### config.mk
export PLATFORM = sky130hd
export DESIGN_NAME = fiapp_param
export DESIGN_NICKNAME = d
export VERILOG_FILES = /design/src/rtl/fiapp_param.sv
export SDC_FILE = /design/constraint.sdc
export NUM_CORES = 1
export LEC_CHECK = 0
export CAP_MARGIN = 20
export CORE_ASPECT_RATIO = 0.5
export CORE_MARGIN = 3
export CORE_UTILIZATION = 55
export DETAILED_ROUTE_END_ITERATION = 7
export GPL_ROUTABILITY_DRIVEN = 0
export PLACE_DENSITY = 0.86
export SLEW_MARGIN = 10
export SYNTH_ARGS = -nofsm -noshare
export SYNTH_HDL_FRONTEND = slang
export SYNTH_SLANG_ARGS = --single-unit
export TNS_END_PERCENT = 10
### constraint.sdc
create_clock -name clk -period 4.9 [get_ports clk]
set_input_delay 0.735 -clock clk [delete_from_list [all_inputs] [get_ports clk]]
set_output_delay 0.735 -clock clk [all_outputs]
set_load 0.01 [all_outputs]
### src/rtl/fiapp_param.sv
// fiapp_param: parametrised fault-injection target.
// Contains a single-bit register path, a wide run counter with a forced sticky
// bit, NUM_CH x DEPTH delay-line arrays and a small IDLE/RUN/DRAIN FSM.
// Optional feature macro: FIAPP_PARITY_EN adds a per-stage even-parity bit and
// a sticky err flag. When it is undefined, err is tied to 0.
module fiapp_param #(
  parameter int CNT_W      = 65,  // must be >= NUM_CH*DATA_W
  parameter int DATA_W     = 3,
  parameter int DEPTH      = 2,   // must be >= 1
  parameter int NUM_CH     = 2,
  parameter int STICKY_BIT = 32   // must be < CNT_W
) (
  input  logic                     clk,
  input  logic                     reset_n,
  input  logic                     a,
  input  logic                     enable,
  input  logic                     start,
  input  logic                     stop,
  output logic                     o1,
  output logic                     o2,
  output logic                     o3,
  output logic [CNT_W-1:0]         cnt_o,
  output logic [NUM_CH*DATA_W-1:0] tap_o,
  output logic                     busy,
  output logic                     done,
  output logic                     err
);

  localparam int DCW = $clog2(DEPTH + 1);
  localparam logic [DCW-1:0]   DRAIN_LAST  = DCW'(DEPTH - 1);
  localparam logic [CNT_W-1:0] STICKY_MASK = CNT_W'(1) << STICKY_BIT;

  typedef enum logic [1:0] {
    IDLE  = 2'd0,
    RUN   = 2'd1,
    DRAIN = 2'd2
  } state_t;

  logic q1, q2, q3;
  state_t state_q, state_d;
  logic [DCW-1:0] drain_cnt_q, drain_cnt_d;
  logic busy_q, done_q;
  logic [CNT_W-1:0] cnt_q;
  logic [DATA_W-1:0] stage [NUM_CH][DEPTH];
  logic [DATA_W-1:0] stage_in [NUM_CH];

  // Bit path: runs regardless of FSM state.
  always_ff @(posedge clk or negedge reset_n) begin
    if (!reset_n) begin
      q1 <= 1'b0;
      q2 <= 1'b0;
      q3 <= 1'b0;
    end else begin
      // NOTE: sequential state uses non-blocking (<=) so every flop samples
      // pre-edge values; blocking here would make q2 see the new q1.
      if (enable) q1 <= a;
      q2 <= q1;
      q3 <= !q1;
    end
  end

  // FSM next-state and drain-counter logic.
  always_comb begin
    // NOTE: defaults first so every path assigns every output; a missing
    // branch would otherwise infer a latch.
    state_d     = state_q;
    drain_cnt_d = drain_cnt_q;
    case (state_q)
      IDLE: begin
        if (start) state_d = RUN;
      end
      RUN: begin
        if (stop) begin
          state_d     = DRAIN;
          drain_cnt_d = '0;
        end
      end
      DRAIN: begin
        if (drain_cnt_q == DRAIN_LAST) begin
          state_d     = IDLE;
          drain_cnt_d = '0;
        end else begin
          drain_cnt_d = drain_cnt_q + DCW'(1);
        end
      end
      default: state_d = IDLE;
    endcase
  end

  // FSM state register plus registered busy/done decode.
  always_ff @(posedge clk or negedge reset_n) begin
    if (!reset_n) begin
      state_q     <= IDLE;
      drain_cnt_q <= '0;
      busy_q      <= 1'b0;
      done_q      <= 1'b0;
    end else begin
      state_q     <= state_d;
      drain_cnt_q <= drain_cnt_d;
      busy_q      <= (state_d != IDLE);
      done_q      <= (state_q == DRAIN) && (state_d == IDLE);
    end
  end

  // Run counter: increments with the sticky bit forced in RUN, holds elsewhere.
  always_ff @(posedge clk or negedge reset_n) begin
    if (!reset_n) begin
      cnt_q <= '0;
    end else if (state_q == RUN) begin
      cnt_q <= (cnt_q + CNT_W'(1)) | STICKY_MASK;
    end
  end

  // Stage-0 load value: counter slice in RUN, zeros while draining.
  always_comb begin
    for (int c = 0; c < NUM_CH; c++) begin
      stage_in[c] = '0;
      if (state_q == RUN) stage_in[c] = cnt_q[DATA_W*c +: DATA_W];
    end
  end

  // Delay lines: shift in RUN and DRAIN, hold in IDLE.
  always_ff @(posedge clk or negedge reset_n) begin
    if (!reset_n) begin
      // NOTE: this array is reset on purpose; every stage is injectable state
      // and must start from a known value. Plain storage arrays are usually
      // left unreset so they map onto RAM.
      for (int c = 0; c < NUM_CH; c++)
        for (int k = 0; k < DEPTH; k++)
          stage[c][k] <= '0;
    end else if (state_q != IDLE) begin
      for (int c = 0; c < NUM_CH; c++) begin
        stage[c][0] <= stage_in[c];
        for (int k = 1; k < DEPTH; k++)
          stage[c][k] <= stage[c][k-1];
      end
    end
  end

`ifdef FIAPP_PARITY_EN
  logic par [NUM_CH][DEPTH];
  logic err_q;
  logic par_bad;

  // Parity bits travel alongside the data in each stage.
  always_ff @(posedge clk or negedge reset_n) begin
    if (!reset_n) begin
      for (int c = 0; c < NUM_CH; c++)
        for (int k = 0; k < DEPTH; k++)
          par[c][k] <= 1'b0;
    end else if (state_q != IDLE) begin
      for (int c = 0; c < NUM_CH; c++) begin
        par[c][0] <= ^stage_in[c];
        for (int k = 1; k < DEPTH; k++)
          par[c][k] <= par[c][k-1];
      end
    end
  end

  // Any tap whose data disagrees with its carried parity bit.
  always_comb begin
    par_bad = 1'b0;
    for (int c = 0; c < NUM_CH; c++)
      if ((^stage[c][DEPTH-1]) != par[c][DEPTH-1]) par_bad = 1'b1;
  end

  // Sticky error flag, cleared only by reset.
  always_ff @(posedge clk or negedge reset_n) begin
    if (!reset_n) begin
      err_q <= 1'b0;
    end else if (busy_q && par_bad) begin
      err_q <= 1'b1;
    end
  end

  assign err = err_q;
`else
  assign err = 1'b0;
`endif

  for (genvar c = 0; c < NUM_CH; c++) begin : g_tap
    assign tap_o[DATA_W*c +: DATA_W] = stage[c][DEPTH-1];
  end

  assign o1    = q1;
  assign o2    = q2;
  assign o3    = q3 & cnt_q[CNT_W-1];
  assign cnt_o = cnt_q;
  assign busy  = busy_q;
  assign done  = done_q;

endmodule

### PDN straps and rails

Bar = 50 um. Pins as bars on the die edge. Tap cells in grey.
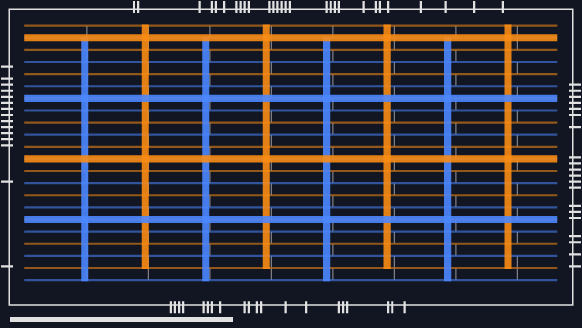
VDD: drawn in orange. VSS: drawn in blue.
22 met1 rails follow the rows. 8 straps on met4. The core has 21 rows. 4 straps on met5. 92 tap cells.
Core Region: 6830 um2
DIE HEIGHT: 66.1 um
VDD IR-drop max: 0.242 mV

### Cells coloured by class

Bar = 50 um.
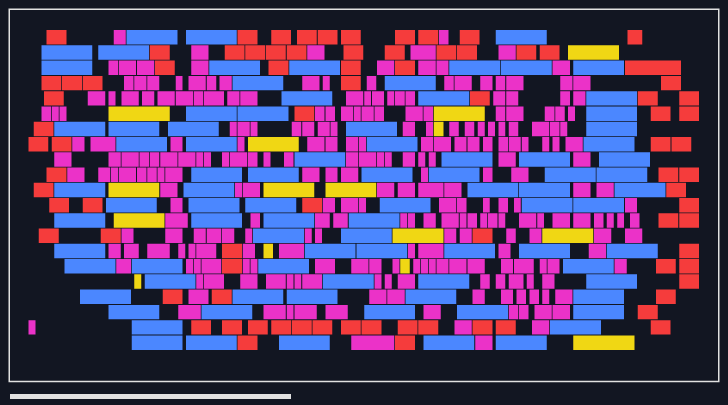
remaining buffers and delay cells: drawn in red, cells 82. clock drivers and dummy loads: drawn in yellow, cells 15. remaining logic cells: drawn in magenta, cells 267. sequential cells: drawn in blue, cells 86.

### Clock distribution

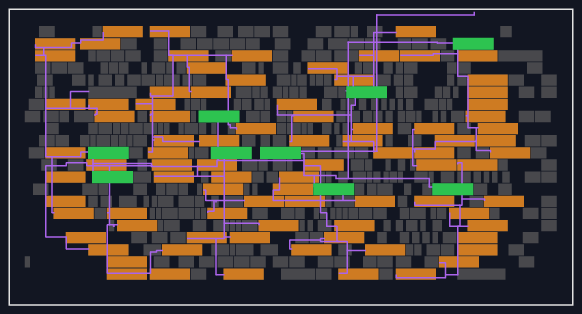
clock wires: drawn in purple, length 948 um. clock-net drivers: drawn in green, count 9. flip-flops: drawn in orange, count 86.
Position of the flops: widely spread.

### Routed metal, one colour a layer

Bar = 50 um. Only two layers are drawn.
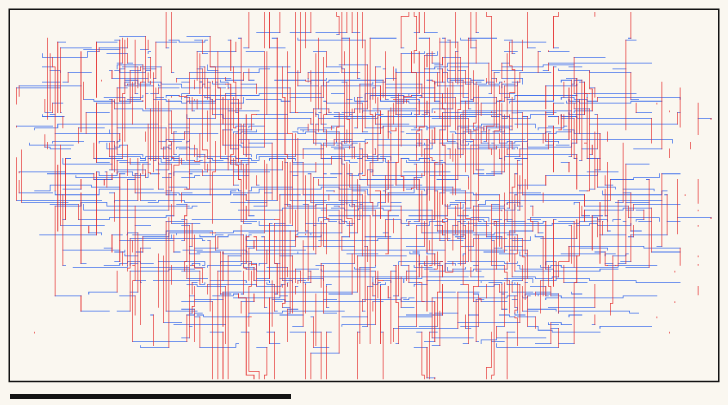
M2: drawn in red, wire length 4,570 um. M1: drawn in blue, wire length 4,290 um.

### Cell placement

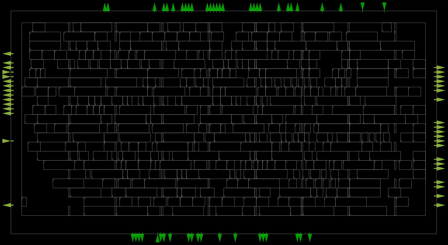
Tapcells: 92
Fillers: 446

==> impl_metrics.env <==
# physical design summary
export IMPL_status="complete, no violations"
export IMPL_post_dp_hpwl_um=6790
export IMPL_insertion_delay_ps=330
export IMPL_grt_remaining_overflow=0
export IMPL_total_power_w=0.00195
export IMPL_clock_sinks=86
export IMPL_yosysCellCount=366
export IMPL_firstDrtPassIters=4
export IMPL_max_freq_ghz=0.342
export IMPL_layout_area_comb_um2=1700
export IMPL_io_pins=83
export IMPL_cts_inserted_buffers=9
export IMPL_regArea_um2=2150
export IMPL_postSynthSeqShare=0.542
export IMPL_cts_setup_buffers=0
export IMPL_yosys_register_bits=86
export IMPL_ys_chip_area_um2=3970
export IMPL_cp_end_kind="flip-flop"
export IMPL_period_used=0.597
export IMPL_crit_fanout=15
export IMPL_vias=3113
export IMPL_cts_resized=0
export IMPL_areaGrowthSynthToFinish_pct=29.5
export IMPL_dr_first_iter_drc_count=298
export IMPL_postCtsHoldBufs=0
export IMPL_leakage_nw=2.28
export IMPL_antenna_found_initial=0
export IMPL_hold_viol=0
export IMPL_cp_required_ps=5150
export IMPL_drive_above_1_share=0.0689
export IMPL_chip_area_um2=8330
export IMPL_clk_pin_slew_ps=60
export IMPL_finalNetCount=453
export IMPL_slew_viol_final=0
export IMPL_antennaDiodeCount=0
export IMPL_layout_top_cell="dfrtp_1"
export IMPL_synthesis_nets=373
export IMPL_avgSynthCellArea_um2=10.8
export IMPL_finalSetupViolCount=0
export IMPL_grt_start_max_net_pins=87
export IMPL_synth_cell_area_um2=3970
export IMPL_final_cell_mix="86 x dfrtp_1, 80 x clkdlybuf4s50_1, 37 x xor2_1"
export IMPL_utilization=0.753
export IMPL_whs_ps=322
export IMPL_grt_pass1_vias=3137
export IMPL_port_buffers=81
export IMPL_relSlewSlack=0.529
export IMPL_rsz0062_at_grt="no"
export IMPL_worstMarginPinSlew_ps=702
export IMPL_wl_per_cell_um=17.7
export IMPL_hp_class="input pin to async pin"
export IMPL_path_class="flip-flop to flip-flop"
==> area by class of cell <==
class,count,area share
repair buffers,82,0.163
clock inverters,5,0.0146
inverters,8,0.00584
clock buffers,10,0.0445
multi-input cells,259,0.331
well taps,92,0.0224
flip-flops and latches,86,0.419
==> per-stage QoR <==
step	instance area (um2)	setup WS, ps
2_1_floorplan	3970	2740
3_3_place_gp	4810	2230
3_5_place_dp	4810	2050
4_1_cts	5110	1980
5_1_grt	5140	1670
6_report	5140	1970
==> where the power goes <==
| part | internal [W] | switching, W |
|---|---|---|
| logic | 0.000189 | 0.000164 |
| registers | 0.000791 | 0.000111 |
| clock network | 0.000441 | 0.000259 |
| total | 0.00142 | 0.000534 |
==> worst max-delay path: stages (launching register included) <==
cell,delay [ps]
dfrtp_1,700
nand3b_1,310
nor4_4,630
nand4_2,510
nor4_1,500
xor2_1,190
==> cell usage after synthesis <==
master / number / area, um2
a22o_1: 1 / 8.76
a22oi_1: 1 / 7.51
and2_1: 4 / 25.0
and3_1: 6 / 37.5
and4_1: 3 / 26.3
buf_1: 1 / 3.75
buf_4: 7 / 52.6
buf_6: 1 / 11.3
clkbuf_1: 4 / 15.0
conb_1: 1 / 3.75
dfrtp_1: 86 / 2150
ha_1: 1 / 12.5
inv_1: 8 / 30.0
mux2_2: 6 / 67.6
mux2i_1: 7 / 70.1
nand2_1: 34 / 128
nand2b_1: 3 / 18.8
nand3_1: 26 / 130
nand3b_1: 3 / 22.5
nand4_1: 20 / 125
nand4_2: 1 / 12.5
nand4b_1: 3 / 26.3
nor2_1: 26 / 97.6
nor2b_1: 2 / 12.5
nor3_1: 20 / 100
nor3_2: 1 / 10.0
nor3b_1: 1 / 7.51
nor4_1: 15 / 93.8
nor4_2: 3 / 37.5
nor4_4: 1 / 21.3
nor4b_1: 1 / 8.76
nor4bb_1: 1 / 10.0
o21a_1: 1 / 7.51
o21ai_0: 1 / 5.00
or2_2: 3 / 18.8
xnor2_1: 26 / 228
xor2_1: 37 / 324
==> registers in the layout (all words and copies together) (netlist names) <==
register     cells
drain_cnt_q      2
done             1
o1               1
cnt_o           65
busy             1
stage            6
tap_o            6
state_q          2
o2               1
q3               1
==> cells by family after synthesis <==
family	after synthesis	share of synthesized area
fa+ha+maj	1	0.00315
xor+xnor	63	0.139
other cells	1	0.000945
mux	13	0.0347
flops	86	0.542
compound gates	4	0.00725
simple gates	177	0.244
buf+inv	21	0.0284
==> worst paths after layout <==
path / slack (ps) / cells past startpoint / end / start
hold reg to reg: 420 / 0 / o2 / o1
max in group asynchronous: 3990 / 2 / cnt_o[64] / reset_n
setup / recovery: 1970 / 5 / cnt_o[64] / state_q[0]
hold / removal: 320 / 1 / cnt_o[47] / reset_n
min in group clk: 420 / 0 / o2 / o1
setup reg to reg: 1970 / 5 / cnt_o[64] / state_q[0]
==> metal layers <==
metal  routed length [um]  global-route usage  up-vias
met3                  626              0.0685        9
met2                 4570               0.397      111
met4                   82              0.0602        0
met1                 4290               0.339     1566
met5                    0                   0        -
li1                     -                   -     1427
Power figures rest on the tool's default switching activity, not on a simulated workload.
